===== config.mk =====
export PLATFORM = sky130hd
export DESIGN_NAME = rs_tag_alloc_flat
export DESIGN_NICKNAME = d
export VERILOG_FILES = /design/src/rtl/rs_tag_alloc_pkg.sv /design/src/rtl/rs_tag_alloc_if.sv /design/src/rtl/rs_tag_alloc_prio_enc_lsb.sv /design/src/rtl/rs_tag_alloc.sv /design/src/flat_wrapper.sv
export SDC_FILE = /design/constraint.sdc
export NUM_CORES = 1
export LEC_CHECK = 0
export CAP_MARGIN = 10
export CORE_MARGIN = 3
export CORE_UTILIZATION = 50
export CTS_BUF_LIST = sky130_fd_sc_hd__clkbuf_16
export CTS_CLUSTER_SIZE = 40
export DETAILED_ROUTE_END_ITERATION = 8
export GPL_TIMING_DRIVEN = 0
export MAX_ROUTING_LAYER = met4
export PLACE_DENSITY = 0.81
export SETUP_SLACK_MARGIN = 0.5
export SYNTH_ARGS = -nofsm -noshare
export SYNTH_HDL_FRONTEND = slang
export SYNTH_SLANG_ARGS = --single-unit

===== constraint.sdc =====
create_clock -name clk -period 5.2 [get_ports clk]
set_clock_uncertainty 0.15 [all_clocks]
set_input_delay 0.78 -clock clk [delete_from_list [all_inputs] [get_ports clk]]
set_output_delay 0.78 -clock clk [all_outputs]
set_load 0.1 [all_outputs]

===== src/rtl/rs_tag_alloc_pkg.sv =====
// Shared constants and types for the reservation-station tag allocator.
package rs_tag_alloc_pkg;

  localparam int unsigned TAG_W    = 4;
  localparam int unsigned NUM_TAGS = 15;
  localparam int unsigned NREG     = 32;
  localparam int unsigned IDX_W    = $clog2(NREG);

  // Tag 0 in the rename table means the architectural value is valid.
  localparam logic [TAG_W-1:0] TAG_VALID = '0;

  typedef enum logic {
    RUN,
    CLEAR
  } state_t;

endpackage


===== src/rtl/rs_tag_alloc_if.sv =====
// Issue / release / rename-port bundle between the instruction handler and the tag allocator.
interface rs_tag_alloc_if #(
  parameter int unsigned TAG_W = rs_tag_alloc_pkg::TAG_W,
  parameter int unsigned IDX_W = rs_tag_alloc_pkg::IDX_W
) ();

  logic             issue_req;
  logic             issue_has_dest;
  logic [IDX_W-1:0] issue_dest;
  logic             issue_gnt;
  logic [TAG_W-1:0] issue_tag;
  logic             rel_valid;
  logic [TAG_W-1:0] rel_tag;
  logic             flush;
  logic [IDX_W-1:0] rt_index;
  logic [TAG_W-1:0] rt_name;
  logic [TAG_W-1:0] free_cnt;
  logic             busy;

  modport master (
    output issue_req, issue_has_dest, issue_dest, rel_valid, rel_tag, flush,
    input  issue_gnt, issue_tag, rt_index, rt_name, free_cnt, busy
  );

  modport slave (
    input  issue_req, issue_has_dest, issue_dest, rel_valid, rel_tag, flush,
    output issue_gnt, issue_tag, rt_index, rt_name, free_cnt, busy
  );

endinterface


===== src/rtl/rs_tag_alloc_prio_enc_lsb.sv =====
// Lowest-set-bit encoder: bit i of the request vector maps to tag i+1.
module prio_enc_lsb #(
  parameter int unsigned N     = 15,
  parameter int unsigned TAG_W = 4
) (
  input  logic [N-1:0]     i_req,
  output logic [TAG_W-1:0] o_tag,
  output logic             o_found
);

  always_comb begin
    o_tag   = '0;
    o_found = 1'b0;
    for (int unsigned i = 0; i < N; i++) begin
      if (i_req[i] && !o_found) begin
        o_tag   = TAG_W'(i + 1);
        o_found = 1'b1;
      end
    end
  end

endmodule


===== src/rtl/rs_tag_alloc.sv =====
// Reservation-station tag pool: grants lowest free tag, drives the rename write port,
// reclaims released tags, and walks the rename table back to "valid" after a flush.
module rs_tag_alloc #(
  parameter int unsigned NUM_TAGS = rs_tag_alloc_pkg::NUM_TAGS,
  parameter int unsigned TAG_W    = rs_tag_alloc_pkg::TAG_W,
  parameter int unsigned NREG     = rs_tag_alloc_pkg::NREG
) (
  input logic          clk,
  input logic          rst,
  rs_tag_alloc_if.slave bus
);
  import rs_tag_alloc_pkg::*;

  localparam int unsigned IW = $clog2(NREG);

  state_t              r_state;
  logic [NUM_TAGS-1:0] r_free;
  logic [TAG_W-1:0]    r_free_cnt;
  logic [IW-1:0]       r_walk;

  logic [NUM_TAGS-1:0] w_free_nxt;
  logic [TAG_W-1:0]    w_cnt_nxt;
  logic [TAG_W-1:0]    w_enc_tag;
  logic [TAG_W-1:0]    w_enc_idx;
  logic [TAG_W-1:0]    w_rel_idx;
  logic                w_found;
  logic                w_gnt;
  logic                w_rel_ok;
  logic                w_run;

  prio_enc_lsb #(
    .N    (NUM_TAGS),
    .TAG_W(TAG_W)
  ) u_enc (
    .i_req  (r_free),
    .o_tag  (w_enc_tag),
    .o_found(w_found)
  );

  assign w_run     = ~rst & (r_state == RUN) & ~bus.flush;
  assign w_enc_idx = w_enc_tag - TAG_W'(1);
  assign w_rel_idx = bus.rel_tag - TAG_W'(1);

  assign w_gnt = w_run & bus.issue_req & (r_free_cnt != '0) & w_found;

  // Only a tag that is in range and currently allocated may come back to the pool.
  assign w_rel_ok = w_run & bus.rel_valid & (bus.rel_tag != TAG_VALID)
                  & ({1'b0, bus.rel_tag} <= (TAG_W + 1)'(NUM_TAGS))
                  & ~r_free[w_rel_idx];

  always_comb begin
    w_free_nxt = r_free;
    w_cnt_nxt  = r_free_cnt;
    if (w_gnt) begin
      w_free_nxt[w_enc_idx] = 1'b0;
      w_cnt_nxt             = w_cnt_nxt - TAG_W'(1);
    end
    if (w_rel_ok) begin
      w_free_nxt[w_rel_idx] = 1'b1;
      w_cnt_nxt             = w_cnt_nxt + TAG_W'(1);
    end
  end

  always_comb begin
    bus.issue_gnt = w_gnt;
    bus.issue_tag = w_gnt ? w_enc_tag : TAG_VALID;
    bus.rt_index  = '0;
    bus.rt_name   = TAG_VALID;
    bus.busy      = ~rst & (r_state == CLEAR);
    bus.free_cnt  = r_free_cnt;
    if (!rst) begin
      if (r_state == CLEAR) begin
        bus.rt_index = r_walk;
      end else if (w_gnt && bus.issue_has_dest && (bus.issue_dest != '0)) begin
        bus.rt_index = bus.issue_dest;
        bus.rt_name  = w_enc_tag;
      end
    end
  end

  always_ff @(posedge clk) begin
    if (rst) begin
      r_state    <= RUN;
      r_free     <= '1;
      r_free_cnt <= TAG_W'(NUM_TAGS);
      r_walk     <= '0;
    end else if (bus.flush) begin
      r_state    <= CLEAR;
      r_free     <= '1;
      r_free_cnt <= TAG_W'(NUM_TAGS);
      r_walk     <= IW'(1);
    end else begin
      unique case (r_state)
        RUN: begin
          r_free     <= w_free_nxt;
          r_free_cnt <= w_cnt_nxt;
        end
        CLEAR: begin
          // Walk counter wraps back to 0 as the last register is written.
          r_walk <= r_walk + IW'(1);
          if (r_walk == IW'(NREG - 1)) r_state <= RUN;
        end
        default: r_state <= RUN;
      endcase
    end
  end

endmodule


===== src/flat_wrapper.sv =====
// flat-port wrapper written by rule: the top's interface ports become plain ports
module rs_tag_alloc_flat import rs_tag_alloc_pkg::*;
#(
  parameter int unsigned NUM_TAGS = rs_tag_alloc_pkg::NUM_TAGS,
  parameter int unsigned TAG_W    = rs_tag_alloc_pkg::TAG_W,
  parameter int unsigned NREG     = rs_tag_alloc_pkg::NREG
)
  (clk, rst, bus_issue_req, bus_issue_has_dest, bus_issue_dest, bus_rel_valid, bus_rel_tag, bus_flush, bus_issue_gnt, bus_issue_tag, bus_rt_index, bus_rt_name, bus_free_cnt, bus_busy);
  rs_tag_alloc_if #(.TAG_W(TAG_W), .IDX_W(5)) bus_i ();
  input logic clk;
  input logic rst;
  input wire logic [$bits(bus_i.issue_req)-1:0] bus_issue_req;
  input wire logic [$bits(bus_i.issue_has_dest)-1:0] bus_issue_has_dest;
  input wire logic [$bits(bus_i.issue_dest)-1:0] bus_issue_dest;
  input wire logic [$bits(bus_i.rel_valid)-1:0] bus_rel_valid;
  input wire logic [$bits(bus_i.rel_tag)-1:0] bus_rel_tag;
  input wire logic [$bits(bus_i.flush)-1:0] bus_flush;
  output wire logic [$bits(bus_i.issue_gnt)-1:0] bus_issue_gnt;
  output wire logic [$bits(bus_i.issue_tag)-1:0] bus_issue_tag;
  output wire logic [$bits(bus_i.rt_index)-1:0] bus_rt_index;
  output wire logic [$bits(bus_i.rt_name)-1:0] bus_rt_name;
  output wire logic [$bits(bus_i.free_cnt)-1:0] bus_free_cnt;
  output wire logic [$bits(bus_i.busy)-1:0] bus_busy;
  assign bus_i.issue_req = bus_issue_req;
  assign bus_i.issue_has_dest = bus_issue_has_dest;
  assign bus_i.issue_dest = bus_issue_dest;
  assign bus_i.rel_valid = bus_rel_valid;
  assign bus_i.rel_tag = bus_rel_tag;
  assign bus_i.flush = bus_flush;
  assign bus_issue_gnt = bus_i.issue_gnt;
  assign bus_issue_tag = bus_i.issue_tag;
  assign bus_rt_index = bus_i.rt_index;
  assign bus_rt_name = bus_i.rt_name;
  assign bus_free_cnt = bus_i.free_cnt;
  assign bus_busy = bus_i.busy;
  rs_tag_alloc #(.NUM_TAGS(NUM_TAGS), .TAG_W(TAG_W), .NREG(NREG)) u_core (.clk(clk), .rst(rst), .bus(bus_i));
endmodule

layers.png
Only two layers are drawn.
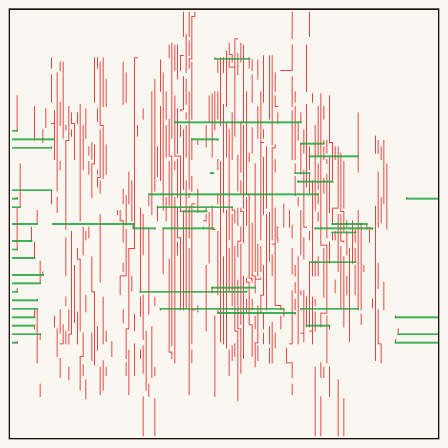
red -> M2  # wire length 2410 microns
green -> M3  # wire length 299 microns
drt wl/cell: 15.7 microns
final WL: 5.05 mm
total number of vias: 1914
GRT Util Overall: 0.243

m1.png
Supply wires on this layer in gray.
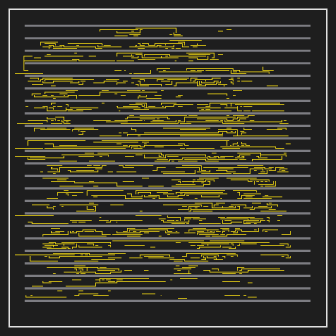
main direction = horizontal
longest straight run = 27.6 microns
met1 GRT Util: 0.335

clock_nets.png
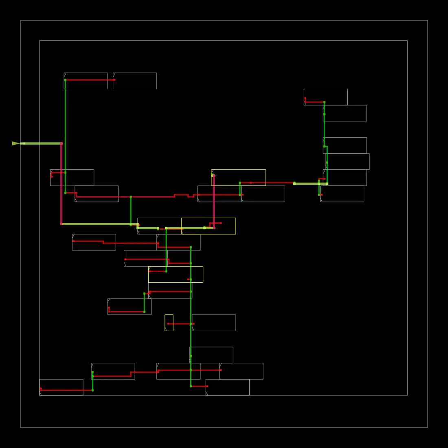
Late-Pin Clk Latency: 0.26 ns
clock group total power: 0.168 mW

==> reports/metrics.cfg <==
[status]
status = finished, final reports clean

[final_layout]
area_delta_synth_final_pct = 20.8
antenna_cells = 0

[floorplan]
core-area_sq_um = 3720
dieArea_sq_um = 4720
die_w_microns = 68.7

[routing]
drcViolationCount = 0
drt.antenna.violating_nets = 0

[global_route]
grt_pass1_vias = 1780
grt_antenna_before_repair = 0
gr-total-overflow = 0

[placement]
port_buffers = 31
hpwl_mm = 3.87
dp.cells = 318

[worst_setup_path]
rr_startpoint = u_core.bus.free_cnt[0]
path_max_fanout = 10
crit_arrival_ns = 3.57
path_buffers = 4
worstPathRequired_ns = 4.27
cp.depth = 9

[final_timing]
maxSlewHeadroom = 0.348
tightestPinTransition_ns = 0.976
finalSetupViolations = 0
period_needed_ns = 4.50
hold_violations = 0

[cts]
clock-sinks = 25
numCtsBuffers = 3

[worst_hold_path]
min_from = u_core.r_walk[3]
hold_path_class = reg -> reg

[yosys]
syn_area_sq_um = 1970
ys_sh_adder = 0.0509
top_cell = nor2_1
syn_area_per_cell_sq_um = 8.22

[power_and_ir_drop]
cellLeakagePower_nw = 0.966

[flow_run]
drv_cap = 0

[cell usage in the layout (no fill, tap or decap), types with 4 or more instances in the layout]
| master | Yosys | final |
|---|---|---|
| nand2_1 | 16 | 16 |
| xnor2_1 | 4 | 4 |
| nand2b_1 | 5 | 5 |
| clkbuf_1 | 6 | 6 |
| nor3b_1 | 6 | 6 |
| clkdlybuf4s50_1 | 0 | 17 |
| nand3_1 | 8 | 8 |
| o21ai_0 | 10 | 10 |
| xor2_1 | 4 | 4 |
| a21oi_1 | 6 | 6 |
| a22o_1 | 4 | 4 |
| o211ai_1 | 5 | 5 |
| dfxtp_1 | 25 | 25 |
| clkbuf_2 | 2 | 8 |
| mux2i_1 | 8 | 8 |
| nor2_1 | 29 | 29 |
| buf_2 | 2 | 5 |
| nor2b_1 | 5 | 5 |
| a211oi_1 | 4 | 4 |
| ha_1 | 8 | 8 |
| nor4_1 | 5 | 5 |
| inv_1 | 11 | 12 |
[power breakdown]
part           total (mW)  switching [mW]  internal [mW]
sequential          0.198         0.00379          0.194
clock               0.168          0.0655          0.103
combinational      0.0870          0.0546         0.0323
total               0.453           0.124          0.329
[layer usage]
metal	track usage	vias to the layer above	share of wire
met5	-	-	0
met3	0.0194	4	0.059
met1	0.335	873	0.46
li1	-	970	-
met4	0.0365	0	0.0044
met2	0.399	67	0.48
[what timing repair did]
action,in CTS,in global routing
resized,17,21
hold endpoints to repair,0,0
endpoints found under the setup margin,11,12
hold buffers,0,0
[sequential cells by signal (all words and copies together) (netlist names)]
name	count
u_core.bus.free_cnt	4
u_core.r_state	1
u_core.r_free	15
u_core.r_walk	5
[cell families after synthesis]
group,Yosys count
multiplexers,15
AND/OR/NAND/NOR,98
AND-OR/OR-AND,61
buffers and inverters,24
flip-flops,25
adder cells (fa/ha/maj),8
XOR/XNOR,8
[final cells by class]
class                   count  area [sq um]  area share
plain buffers              11          53.8      0.0227
clock buffers               3          75.1      0.0316
clock inverters             1          3.75     0.00158
inverters                  13          51.3      0.0216
multi-input cells         190          1360       0.573
flip-flops and latches     25           500       0.211
well taps                  48          60.1      0.0253
repair buffers             31           270       0.114
[stage by stage]
stage                     setup WS [ns]  total power [mW]
after floorplan                   0.423             0.263
after global placement           0.0263             0.289
after detailed placement        0.00468             0.289
after CTS                         0.290             0.453
after global routing              0.549             0.472
final                             0.699             0.453
[path summary, 6_finish.rpt]
| check | end | slack (ns) |
|---|---|---|
| min reg2reg | u_core.r_walk[3] | 0.40 |
| max reg2reg | u_core.bus.free_cnt[2] | 2.42 |
| max | bus_rt_name[3] | 0.70 |
| min | u_core.r_walk[3] | 0.40 |
[worst register-to-register path: stages (launching register included)]
cell and delay [ns]:
dfxtp_1 0.40, inv_1 0.09, ha_1 0.24, nor3b_1 0.17, nor4b_4 0.44, nand2_2 0.24
inv_4 0.18, xnor2_1 0.18, ha_1 0.19, nand2_1 0.05, mux2_1 0.32
No activity file was given, so power comes from the tool's default toggle rates.
